Figure 1. M2 wires (run 1).
The bar under the picture is 10 µm long.
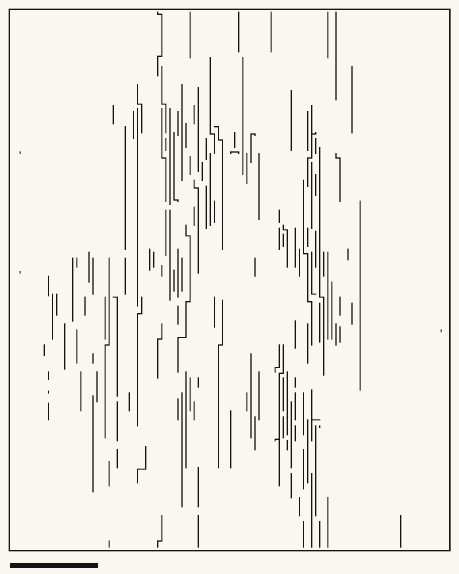
Figure 2. Signal wires on met3 (run 1).
The bar under the picture is 10 µm long.
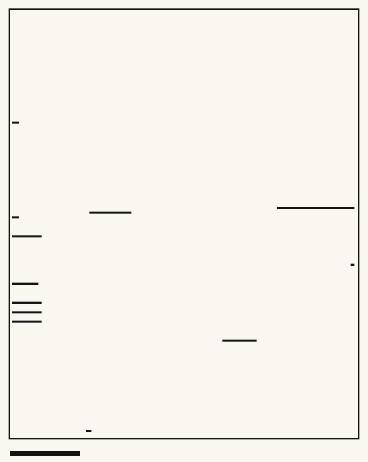
Figure 3. Cell placement (run 1).
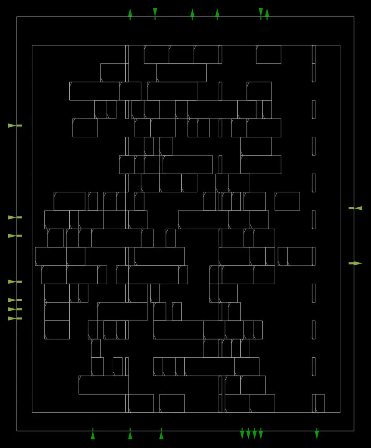
Figure 4. Cells colored by class (run 1).
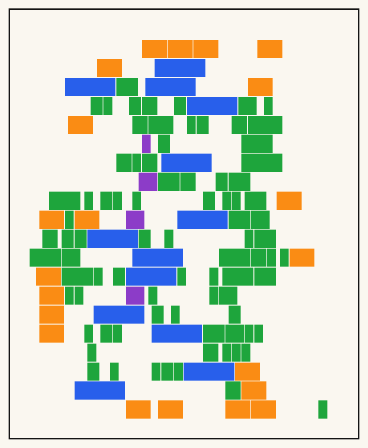
### config.mk
export PLATFORM = sky130hd
export DESIGN_NAME = bitxor_query_ctrl
export DESIGN_NICKNAME = d
export VERILOG_FILES = /design/src/rtl/bitxor_pkg.sv /design/src/rtl/bitxor_query_ctrl.sv
export SDC_FILE = /design/constraint.sdc
export NUM_CORES = 1
export LEC_CHECK = 0
export CORE_ASPECT_RATIO = 1.25
export CORE_MARGIN = 2
export CORE_UTILIZATION = 30
export DETAILED_ROUTE_END_ITERATION = 8
export PLACE_DENSITY_LB_ADDON = 0.2
export SYNTH_ARGS = -nofsm -noshare
export SYNTH_HDL_FRONTEND = slang
export SYNTH_SLANG_ARGS = --single-unit
export TNS_END_PERCENT = 10
### constraint.sdc
create_clock -name clk -period 3.4 [get_ports clk]
set_clock_uncertainty 0.15 [all_clocks]
set_input_delay 0.68 -clock clk [delete_from_list [all_inputs] [get_ports clk]]
set_output_delay 0.68 -clock clk [all_outputs]
set_load 0.03 [all_outputs]
### src/rtl/bitxor_pkg.sv
// Shared constants for the 1-bit XOR register file and its query sequencer.
package bitxor_pkg;

    localparam logic [1:0] INST_WRITE = 2'b00;
    localparam logic [1:0] INST_READ  = 2'b01;

    localparam logic OP_UPDATE = 1'b0;
    localparam logic OP_QUERY  = 1'b1;

    typedef enum logic [2:0] {
        S_IDLE = 3'd0,
        S_UPD  = 3'd1,
        S_QHI  = 3'd2,
        S_QLO  = 3'd3,
        S_RESP = 3'd4
    } state_e;

endpackage

### src/rtl/bitxor_query_ctrl.sv
// Sequencer for the prefix-XOR register file: point updates, and range queries
// computed as prefix(hi) ^ prefix(lo-1) over two read cycles.
module bitxor_query_ctrl
    import bitxor_pkg::*;
#(
    parameter int IDX_W = 3
) (
    input  logic             clk,
    input  logic             rst,
    input  logic             cmd_valid,
    output logic             cmd_ready,
    input  logic             cmd_op,
    input  logic [IDX_W-1:0] cmd_lo,
    input  logic [IDX_W-1:0] cmd_hi,
    input  logic             cmd_val,
    output logic             rsp_valid,
    input  logic             rsp_ready,
    output logic             rsp_data,
    output logic             rsp_err,
    output logic [1:0]       reg_inst,
    output logic [IDX_W-1:0] reg_idx,
    output logic             reg_xorval,
    input  logic             reg_rangexor
);

    state_e           state_q, state_d;
    logic [IDX_W-1:0] lo_q, lo_d, hi_q, hi_d;
    logic             val_q, val_d;
    logic             acc_q, acc_d;
    logic             rsp_data_q, rsp_data_d;
    logic             rsp_err_q, rsp_err_d;

    always_comb begin
        state_d    = state_q;
        lo_d       = lo_q;
        hi_d       = hi_q;
        val_d      = val_q;
        acc_d      = acc_q;
        rsp_data_d = rsp_data_q;
        rsp_err_d  = rsp_err_q;
        cmd_ready  = 1'b0;
        reg_inst   = INST_READ;
        reg_idx    = '0;
        reg_xorval = 1'b0;

        case (state_q)
            S_IDLE: begin
                cmd_ready = 1'b1;
                if (cmd_valid) begin
                    lo_d  = cmd_lo;
                    hi_d  = cmd_hi;
                    val_d = cmd_val;
                    if (cmd_op == OP_UPDATE) begin
                        state_d = S_UPD;
                    end else if (cmd_lo > cmd_hi) begin
                        state_d    = S_RESP;
                        rsp_err_d  = 1'b1;
                        rsp_data_d = 1'b0;
                    end else begin
                        state_d   = S_QHI;
                        rsp_err_d = 1'b0;
                    end
                end
            end
            S_UPD: begin
                reg_inst   = INST_WRITE;
                reg_idx    = lo_q;
                reg_xorval = val_q;
                state_d    = S_IDLE;
            end
            S_QHI: begin
                reg_idx = hi_q;
                acc_d   = reg_rangexor;
                // lo==0 needs no second read: the prefix already is the range
                if (lo_q != '0) begin
                    state_d = S_QLO;
                end else begin
                    state_d    = S_RESP;
                    rsp_data_d = reg_rangexor;
                end
            end
            S_QLO: begin
                reg_idx    = lo_q - IDX_W'(1);
                rsp_data_d = acc_q ^ reg_rangexor;
                state_d    = S_RESP;
            end
            S_RESP: begin
                if (rsp_ready) state_d = S_IDLE;
            end
            default: state_d = S_IDLE;
        endcase
    end

    always_ff @(posedge clk) begin
        if (rst) begin
            state_q    <= S_IDLE;
            lo_q       <= '0;
            hi_q       <= '0;
            val_q      <= 1'b0;
            acc_q      <= 1'b0;
            rsp_data_q <= 1'b0;
            rsp_err_q  <= 1'b0;
        end else begin
            state_q    <= state_d;
            lo_q       <= lo_d;
            hi_q       <= hi_d;
            val_q      <= val_d;
            acc_q      <= acc_d;
            rsp_data_q <= rsp_data_d;
            rsp_err_q  <= rsp_err_d;
        end
    end

    assign rsp_valid = (state_q == S_RESP);
    assign rsp_data  = rsp_data_q;
    assign rsp_err   = rsp_err_q;

endmodule

==> flow_metrics.env, run 1 <==
# implementation run metrics
export IMPL_worst_ir_drop_vdd_uv=174
export IMPL_worst_r2r_setup_slack_ns=1.79
export IMPL_rsz0062_at_grt="false"
export IMPL_antenna_cells_inserted=0
export IMPL_min_period_over_period_pct=84.9
export IMPL_cellLeakagePower_uw=0.000407
export IMPL_post_synth_edffs=0
export IMPL_clk_root_buffer_cell="sky130_fd_sc_hd__clkbuf_4"
export IMPL_combinationalPowerShare_pct=28.5
export IMPL_clk_pin_slew_worst_paths_ns=0.08
export IMPL_grt_start_max_net_pins=16
export IMPL_synth_sequential_area_ratio_pct=33.0
export IMPL_synth_area_leader_cell="sky130_fd_sc_hd__dfxtp_1"
export IMPL_cts_post_setup_buffers_inserted=0
export IMPL_io_pin_count=23
export IMPL_cts_resized=0
export IMPL_final_nets=140
export IMPL_simple_gate_area_share_pct=28.4
export IMPL_synthesis_yosys_warnings=0
export IMPL_timing_setup_critical_path_class="reg -> out"
export IMPL_timing_critical_path_fanout_max=11
export IMPL_outcome="completed"
export IMPL_synth_distinct_cells=34
export IMPL_synth_avg_cell_area_um2=7.82
export IMPL_timing_hold_worst_class="reg -> reg"
export IMPL_yosys_stat_cells=101
export IMPL_top_area_share_pct=33.0
export IMPL_setup_worst_path_start_class="register"
export IMPL_chip_area_mm2=0.00306
export IMPL_setup_total_negative_slack_ns=0
export IMPL_relSlewSlack_pct=65.4
export IMPL_yosys_most_used_dff="sky130_fd_sc_hd__dfxtp_1"
export IMPL_seqPwrFrac_pct=47.0
export IMPL_synth_top_cell_by_count="sky130_fd_sc_hd__nand2_1"
export IMPL_synth_area_yosys_um2=790
export IMPL_synth_nets=119
export IMPL_parity_gate_share_of_the_synthesized_area_counting_xor_and_xnor_cells_pct=2.22
export IMPL_detail_route_first_pass_iterations=4
export IMPL_post_cts_hold_buffer_count=0
export IMPL_transition_time_at_the_pin_with_the_least_slew_margin_ns=0.518
export IMPL_grt_first_pass_wirelength_um=2690
export IMPL_die_y_um=61.4
export IMPL_timing_final_ws_setup_ns=0.512
export IMPL_grt_remaining_overflow=0
export IMPL_timing_reg2reg_worst_path_depth=4
export IMPL_power_share_clock_pct=24.4
export IMPL_hold_path_cell_count=2
export IMPL_areaGrowthSynthToFinish_pct=31.2
export IMPL_num_fill_cells=249
export IMPL_routed_wire_length_per_instance_um=10.6
export IMPL_drcViolationCount=0
export IMPL_switching_share_pct=30.8
export IMPL_netlist_area_um2=790
export IMPL_power_net_switching_uw=116
export IMPL_syn_inst_count=101
export IMPL_ys_sh_adder_pct=7.92
export IMPL_detailedPlacementHpwl_um=1310
export IMPL_ys_seq_elements=13
export IMPL_routed_via_density=4.79
export IMPL_detailroute_via_count=737
export IMPL_maxClockFrequency_mhz=346
export IMPL_critical_path_startpoint="state_q[1]$_SDFFE_PP0P_"
export IMPL_detail_route_iter0_violations=5
export IMPL_dpl_worst_slack_ns=0.797
export IMPL_hold_viol_final=0
export IMPL_arrival_ns=2.06
About Figure 1:
wire length on this layer: 828 µm
longest straight run: 22.4 µm
share of all routed wire: 51%

About Figure 2:
longest straight run: 10.8 µm
nets with wire on the layer: 11
main direction: horizontal

About Figure 3:
cell row count: 20
flip-flops: 13

About Figure 4:
[green] remaining logic cells | cells: 83 | share of their area: 50%
[orange] remaining buffers and delay cells | cells: 21 | share of their area: 21%
[blue] sequential cells | cells: 13 | share of their area: 26%
[purple] clock drivers and dummy loads | cells: 4 | share of their area: 2.6%

-- run 1: metal layers --
metal,up-vias,global-route usage (%),wire length (µm)
met5,-,0,0
met4,0,8.73,31
met3,2,0.971,42
met2,13,19.8,827
met1,339,13.7,736
li1,383,-,-
-- run 1: worst max-delay path, delay by kind of cell, from the launching register on --
kind	cells	cell delay [ns]
buf+inv	1	0.69
flops	1	0.64
simple gates	2	0.31
compound gates	1	0.15
-- run 1: sequential cells by signal, summed over array words and instances, names as in the netlist --
signal and cells:
rsp_err 1, rsp_data 1, lo_q 3, hi_q 3, state_q 3, val_q 1
acc_q 1
-- run 1: worst max path at each step --
stage,end,slack [ns]
after global routing,reg_idx[1],0.41
after CTS,reg_idx[1],0.50
after global placement,rsp_data$_SDFFE_PP0P_,0.83
after floorplan,reg_idx[1],1.26
final,reg_idx[1],0.51
after detailed placement,reg_idx[1],0.80
-- run 1: placed cells by master, fill, tap and decap left out, types with 3 or more instances in the layout --
cell / netlist / final
sky130_fd_sc_hd__nor2b_1: 3 / 3
sky130_fd_sc_hd__nor2_1: 4 / 4
sky130_fd_sc_hd__and3_1: 3 / 3
sky130_fd_sc_hd__inv_1: 7 / 7
sky130_fd_sc_hd__clkdlybuf4s50_1: 0 / 21
sky130_fd_sc_hd__clkbuf_4: 0 / 3
sky130_fd_sc_hd__nand2_1: 22 / 22
sky130_fd_sc_hd__ha_1: 5 / 5
sky130_fd_sc_hd__a21oi_1: 15 / 15
sky130_fd_sc_hd__dfxtp_1: 13 / 13
-- run 1: per-stage QoR --
step / total power (µW) / instances / util (%) / instance area, µm²
5_1_grt: 402 / 154 / 41.8 / 1040
2_1_floorplan: 249 / 101 / - / 790
3_5_place_dp: 289 / 150 / 40.8 / 1010
3_3_place_gp: 287 / 150 / 40.8 / 1010
6_report: 375 / 154 / 41.8 / 1040
4_1_cts: 380 / 154 / 41.8 / 1040
-- run 1: power groups by stage --
stage / Combinational, µW / Clock [µW] / Sequential (µW)
after floorplan: 73.1 / 0 / 176
after global placement: 107 / 0 / 180
after detailed placement: 108 / 0 / 180
after CTS: 109 / 95.1 / 177
after global routing: 120 / 103 / 179
final: 107 / 91.7 / 176
-- run 1: kinds of logic after synthesis --
| group | Yosys count |
|---|---|
| buf+inv | 12 |
| flops | 13 |
| xor+xnor | 2 |
| fa+ha+maj | 5 |
| other cells | 1 |
| compound gates | 26 |
| simple gates | 42 |
-- run 1: final cells by class --
class	instances	area (µm²)	share of cell area, %
clock buffers	4	26.3	2.54
inverters	7	26.3	2.54
multi-input cells	76	472	45.5
flip-flops and latches	13	260	25.1
well taps	33	41.3	3.99
repair buffers	21	210	20.3
==> run 2: changes to the inputs <==
==> constraint.sdc (replaced) <==
create_clock -name clk -period 2.4 [get_ports clk]
set_clock_uncertainty 0.15 [all_clocks]
set_input_delay 0.48 -clock clk [delete_from_list [all_inputs] [get_ports clk]]
set_output_delay 0.48 -clock clk [all_outputs]
set_load 0.03 [all_outputs]
==> run 2 against run 1 <==
Hold slack lost 0.0058 ns. Critical path type unchanged. Sequential power grew about 40%. Wire length grew 3.6%. Largest power group unchanged. Sequential share of layout area shrank 0.21 points. Sequential cell count is the same. Critical endpoint is now reg_xorval. Core utilization grew 0.35 points. Final cell count grew 1.9%. Cell area grew 0.85%. Critical path depth shrank 1. Largest cell class unchanged. Power grew 42%. Synthesized area is the same. Global-route usage grew 0.66 points.
==> flow_metrics.env, run 2 <==
# implementation run metrics
export IMPL_setup_total_negative_slack_ns=0
export IMPL_timing_setup_critical_path_class="reg -> out"
export IMPL_detail_route_iter0_violations=7
export IMPL_maxClockFrequency_mhz=436
export IMPL_areaGrowthSynthToFinish_pct=32.3
export IMPL_timing_hold_worst_class="reg -> reg"
export IMPL_cts_post_setup_buffers_inserted=0
export IMPL_detailroute_via_count=747
export IMPL_synth_area_leader_cell="sky130_fd_sc_hd__dfxtp_1"
export IMPL_arrival_ns=1.66
export IMPL_synth_area_yosys_um2=790
export IMPL_power_density_mw_per_mm2=509
export IMPL_min_period_over_period_pct=95.6
export IMPL_routed_wire_length_per_instance_um=10.8
export IMPL_critical_path_startpoint="state_q[2]$_SDFFE_PP0P_"
export IMPL_rsz0062_at_grt="false"
export IMPL_grt_first_pass_wirelength_um=2890
export IMPL_grt_start_max_net_pins=10
export IMPL_layout_top_cell="sky130_fd_sc_hd__nand2_1"
export IMPL_ys_seq_elements=13
export IMPL_drcViolationCount=0
export IMPL_synth_sequential_area_ratio_pct=33.0
export IMPL_outcome="completed"
export IMPL_setup_worst_path_start_class="register"
export IMPL_combinationalPowerShare_pct=29.5
export IMPL_std_cell_rows=20
export IMPL_post_route_cells_drive_above_1_share_pct=11.3
export IMPL_chip_area_mm2=0.00306
export IMPL_final_cells=157
export IMPL_post_cts_hold_buffer_count=0
export IMPL_timing_final_ws_setup_ns=0.105
export IMPL_synth_top_cell_by_count="sky130_fd_sc_hd__nand2_1"
export IMPL_synth_distinct_cells=34
export IMPL_hold_path_cell_count=2
export IMPL_yosys_most_used_dff="sky130_fd_sc_hd__dfxtp_1"
export IMPL_cellLeakagePower_uw=0.000433
export IMPL_min_from="val_q$_SDFFE_PP0P_"
export IMPL_yosys_stat_cells=101
export IMPL_seqPwrFrac_pct=46.2
export IMPL_layout_cells_most_common_list="22 x sky130_fd_sc_hd__nand2_1, 16 x sky130_fd_sc_hd__clkdlybuf4s50_1, 15 x sky130_fd_sc_hd__a21oi_1"
export IMPL_timing_reg2reg_worst_path_depth=5
export IMPL_top_area_share_pct=33.0
export IMPL_clk_pin_slew_worst_paths_ns=0.07
export IMPL_detail_route_first_pass_iterations=2
export IMPL_worst_ir_drop_vdd_uv=283
export IMPL_netlist_area_um2=790
export IMPL_reg_largest_list="hi_q: 3 flops, lo_q: 3 flops, state_q: 3 flops"
export IMPL_synth_nets=119
export IMPL_power_share_clock_pct=24.3
export IMPL_power_net_switching_uw=165
export IMPL_synthesis_yosys_warnings=0
export IMPL_finish_utilization_pct=42.2
export IMPL_io_pin_count=23
export IMPL_cts_buffer_depth=2
export IMPL_grt_remaining_overflow=0
export IMPL_synth_avg_cell_area_um2=7.82
export IMPL_placed_cells=153
export IMPL_dpl_worst_slack_ns=0.0514
export IMPL_final_nets=143
export IMPL_die_y_um=61.4
export IMPL_detailedPlacementHpwl_um=1430
export IMPL_clk_root_buffer_cell="sky130_fd_sc_hd__clkbuf_4"
export IMPL_syn_inst_count=101
export IMPL_worst_r2r_setup_slack_ns=0.73
export IMPL_antenna_cells_inserted=0
export IMPL_post_synth_edffs=0
export IMPL_cts_sinks=13
export IMPL_hold_viol_final=0
run 2: layer usage:
layer	routed length, µm	share of wire (%)	GRT usage (%)	up-vias
li1	-	-	-	390
met1	756	45	15.5	338
met2	853	50	20.8	15
met3	43	2.5	0.728	4
met4	43	2.5	7.14	0
met5	0	0	0	-
run 2: cells by family after synthesis:
logic type | count (synthesis) | share of synthesized area (%)
compound gates | 26 | 20.8
xor+xnor | 2 | 2.22
fa+ha+maj | 5 | 7.92
buf+inv | 12 | 7.29
flops | 13 | 33.0
other cells | 1 | 0.475
simple gates | 42 | 28.4
run 2: repair_timing:
| action | in CTS | in global routing |
|---|---|---|
| resized | 5 | 4 |
| endpoints found under the setup margin | 5 | 2 |
| hold endpoints to repair | 0 | 0 |
run 2: layout make-up:
type | count | area (µm²)
fillers | 275 | 1430
multi-input cells | 76 | 472
flip-flops and latches | 13 | 260
repair buffers | 24 | 219
well taps | 33 | 41.3
clock buffers | 4 | 26.3
inverters | 7 | 26.3
run 2: worst max-delay path, delay by kind of cell (launching register included):
| kind | cells | cell delay [ns] |
|---|---|---|
| flip-flops | 1 | 0.41 |
| buffers and inverters | 1 | 0.66 |
| AND/OR/NAND/NOR | 2 | 0.33 |
run 2: worst max path at each step:
stage | end | cells past startpoint
detailed placement | rsp_data$_SDFFE_PP0P_ | 7
finish | reg_xorval | 3
floorplan | reg_idx[1] | 5
global route | reg_xorval | 3
CTS | reg_idx[2] | 6
global placement | reg_idx[1] | 6
run 2: power by group through the flow:
stage	clock, µW	combinational (µW)	sequential [µW]
2_1_floorplan	0	104	250
3_3_place_gp	0	160	251
3_5_place_dp	0	162	251
4_1_cts	134	159	246
5_1_grt	145	175	248
6_report	129	157	246
run 2: per-stage QoR:
stage | power (µW) | instance area (µm²)
after detailed placement | 414 | 1030
after global placement | 411 | 1030
after global routing | 568 | 1040
final | 532 | 1040
after floorplan | 353 | 790
after CTS | 539 | 1050
Figure 5. Signal wires on met3 (run 2).
The bar under the picture is 10 µm long.
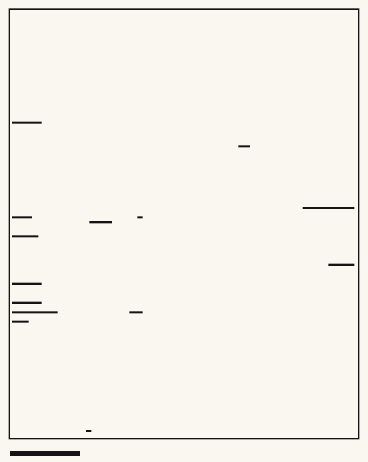
longest straight run: 7.10 µm
nets with wire on the layer: 12
share of all routed wire: 2.5%
main direction: horizontal
wire length on this layer: 43.0 µm

Figure 6. Placement density heat map (run 2).
5 x 6 tiles, from white (low) to dark blue (high), 0 to 100% covered.
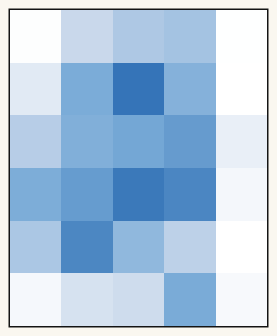
mean over tiles: 33%
densest ninth of the die: center
nearly empty tiles: 13%
fullest tile: 73%

==> run 3: changes to the inputs <==
--- a/config.mk
+++ b/config.mk
@@ -5,11 +5,13 @@
 export SDC_FILE = /design/constraint.sdc
 export NUM_CORES = 1
 export LEC_CHECK = 0
+export CELL_PAD_IN_SITES_DETAIL_PLACEMENT = 1
+export CELL_PAD_IN_SITES_GLOBAL_PLACEMENT = 1
 export CORE_ASPECT_RATIO = 1.25
 export CORE_MARGIN = 2
-export CORE_UTILIZATION = 30
+export CORE_UTILIZATION = 29
 export DETAILED_ROUTE_END_ITERATION = 8
-export PLACE_DENSITY_LB_ADDON = 0.2
+export PLACE_DENSITY_LB_ADDON = 0.3
 export SYNTH_ARGS = -nofsm -noshare
 export SYNTH_HDL_FRONTEND = slang
 export SYNTH_SLANG_ARGS = --single-unit
==> run 3 against run 2 <==
Count of clock-buffer cells in the layout unchanged. Clock power increased by 5%. First-iteration DRC count increased to 2.7 times the previous value. Combinational power about the same. Critical path depth unchanged. Via count increased by 1.7%. Register-to-register slack about the same. Non-clock buffer count increased by 1. Core utilization decreased by 2.0 points. Cell area increased by 1.1%. Critical endpoint is now reg_inst[0].
==> flow_metrics.env, run 3 <==
# implementation run metrics
export IMPL_std_cell_rows=21
export IMPL_power_density_mw_per_mm2=512
export IMPL_yosys_stat_cells=101
export IMPL_syn_inst_count=101
export IMPL_timing_reg2reg_worst_path_depth=5
export IMPL_timing_setup_critical_path_class="reg -> out"
export IMPL_synth_avg_cell_area_um2=7.82
export IMPL_arrival_ns=1.62
export IMPL_hold_path_cell_count=2
export IMPL_finalSetupViolations=0
export IMPL_synth_top_cell_by_count="sky130_fd_sc_hd__nand2_1"
export IMPL_timing_final_crit_period_ns=2.25
export IMPL_cts_sinks=13
export IMPL_r2r_start="state_q[0]$_SDFFE_PP0P_"
export IMPL_grt_start_max_net_pins=10
export IMPL_final_cells=159
export IMPL_coreArea_mm2=0.00263
export IMPL_post_synth_edffs=0
export IMPL_outcome="completed"
export IMPL_clk_pin_slew_worst_paths_ns=0.09
export IMPL_grt_pass1_vias=781
export IMPL_chip_area_mm2=0.00316
export IMPL_grt_remaining_overflow=0
export IMPL_cts_post_setup_buffers_inserted=0
export IMPL_detailedPlacementHpwl_um=1600
export IMPL_synth_distinct_cells=34
export IMPL_post_cts_hold_buffer_count=0
export IMPL_io_pin_count=23
export IMPL_detailroute_via_count=760
export IMPL_synthesis_yosys_warnings=0
export IMPL_ys_seq_elements=13
export IMPL_detail_route_iter0_violations=19
export IMPL_synth_sequential_area_ratio_pct=33.0
export IMPL_hold_viol_final=0
export IMPL_synth_area_yosys_um2=790
export IMPL_critical_path_startpoint="state_q[2]$_SDFFE_PP0P_"
export IMPL_clk_root_buffer_cell="sky130_fd_sc_hd__clkbuf_4"
export IMPL_worst_ir_drop_vdd_uv=190
export IMPL_layout_cells_most_common_list="22 x sky130_fd_sc_hd__nand2_1, 15 x sky130_fd_sc_hd__a21oi_1, 15 x sky130_fd_sc_hd__clkdlybuf4s50_1"
export IMPL_min_period_over_period_pct=93.9
export IMPL_detail_route_first_pass_iterations=4
export IMPL_min_from="val_q$_SDFFE_PP0P_"
export IMPL_initial_antenna_violation_count=0
export IMPL_areaGrowthSynthToFinish_pct=33.8
export IMPL_yosys_most_used_dff="sky130_fd_sc_hd__dfxtp_1"
export IMPL_cellLeakagePower_uw=0.000457
export IMPL_reg_largest_list="hi_q: 3 flops, lo_q: 3 flops, state_q: 3 flops"
export IMPL_placedInstanceArea_mm2=0.00104
export IMPL_maxClockFrequency_mhz=444
export IMPL_top_area_share_pct=33.0
export IMPL_synth_nets=119
export IMPL_netlist_area_um2=790
export IMPL_setup_worst_path_start_class="register"
export IMPL_rsz0062_at_grt="false"
export IMPL_synth_area_leader_cell="sky130_fd_sc_hd__dfxtp_1"
export IMPL_die_y_um=62.3
export IMPL_cts_resized=5
export IMPL_cts_buffer_depth=2
export IMPL_drcViolationCount=0
export IMPL_timing_hold_worst_class="reg -> reg"
export IMPL_routed_wire_length_per_instance_um=11.8
export IMPL_stdcell_area_mm2=0.00106
export IMPL_post_route_cells_drive_above_1_share_pct=12.0
export IMPL_placed_cells=155
export IMPL_layout_top_cell="sky130_fd_sc_hd__nand2_1"
export IMPL_finalHoldWorstSlack_ns=0.309
export IMPL_final_nets=144
export IMPL_antenna_cells_inserted=0
export IMPL_grt_first_pass_wirelength_um=3430
export IMPL_finish_utilization_pct=40.2
==> run 3: cell counts after synthesis <==
No cell type changed its count.
==> run 3: stage by stage <==
stage               power [µW]  worst slack [ns]  TNS [ns]
floorplan                  353             0.460         0
global placement           413          -0.00396  -0.00396
detailed placement         418           -0.0459   -0.0459
CTS                        551            0.0418         0
global route               579            0.0383         0
finish                     541             0.147         0
==> run 3: per-layer routing <==
| layer | up-vias | GRT usage (%) | routed length (µm) |
|---|---|---|---|
| met5 | - | 0 | 0 |
| met4 | 0 | 8.11 | 36 |
| met3 | 4 | 2.16 | 29 |
| met2 | 9 | 24.2 | 1020 |
| met1 | 355 | 16.3 | 793 |
| li1 | 392 | - | - |
==> run 3: kinds of logic (layout without fill, tap and decap cells) <==
family                     after synthesis  in the layout  share of synthesized area [%]
and+or+nand+nor                         42             42                           28.4
AOI/OAI and AO/OA                       26             26                           20.8
DFF                                     13             13                           33.0
buffers and inverters                   12             36                           7.29
adders and majority gates                5              5                           7.92
xor gates and xnor gates                 2              2                           2.22
other                                    1              1                          0.475
==> run 3: critical path: stages (launching register included) <==
cell and delay (ns):
sky130_fd_sc_hd__dfxtp_1 0.52, sky130_fd_sc_hd__nor2_1 0.09, sky130_fd_sc_hd__nand2_1 0.08, sky130_fd_sc_hd__clkdlybuf4s50_1 0.66
==> run 3: path summary, 6_finish.rpt <==
kind	slack, ns	to
setup / recovery	0.15	reg_inst[0]
setup reg to reg	0.74	lo_q[2]$_SDFFE_PP0P_
hold / removal	0.31	val_q$_SDFFE_PP0P_
hold reg to reg	0.31	val_q$_SDFFE_PP0P_
==> run 3: power breakdown <==
part | switching [µW] | total, µW | internal, µW
clock network | 71.1 | 136 | 64.4
registers | 14.2 | 245 | 231
logic | 87.2 | 160 | 73.3
total | 173 | 541 | 368
==> run 3: area by class of cell <==
type                            instances  area [µm²]
Sequential cell                        13         260
Timing Repair Buffer                   25         229
Clock buffer                            4        26.3
Fill cell                             345        1570
Multi-Input combinational cell         76         472
Tap cell                               34        42.5
Inverter                                7        26.3
Figure 7. M2 wires (run 3).
The bar under the picture is 20 µm long.
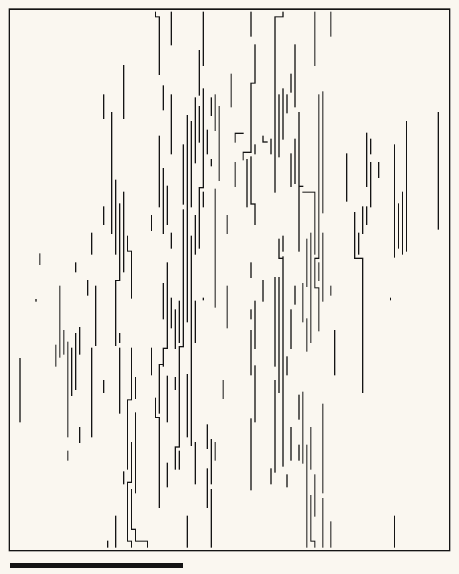
wire length on this layer: 1020 µm
share of all routed wire: 54%
main direction: vertical

Figure 8. Signal wires on met3 (run 3).
The bar under the picture is 20 µm long.
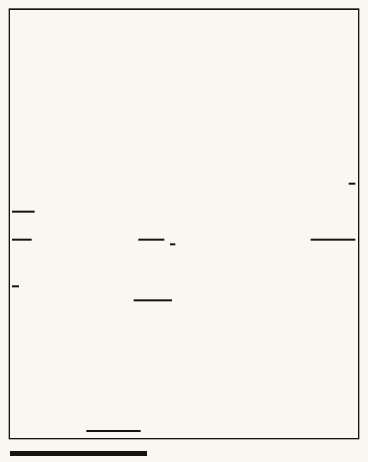
longest straight run: 7.60 µm
wire length on this layer: 29.7 µm
share of all routed wire: 1.6%

Power is estimated from default activity; no workload was simulated.
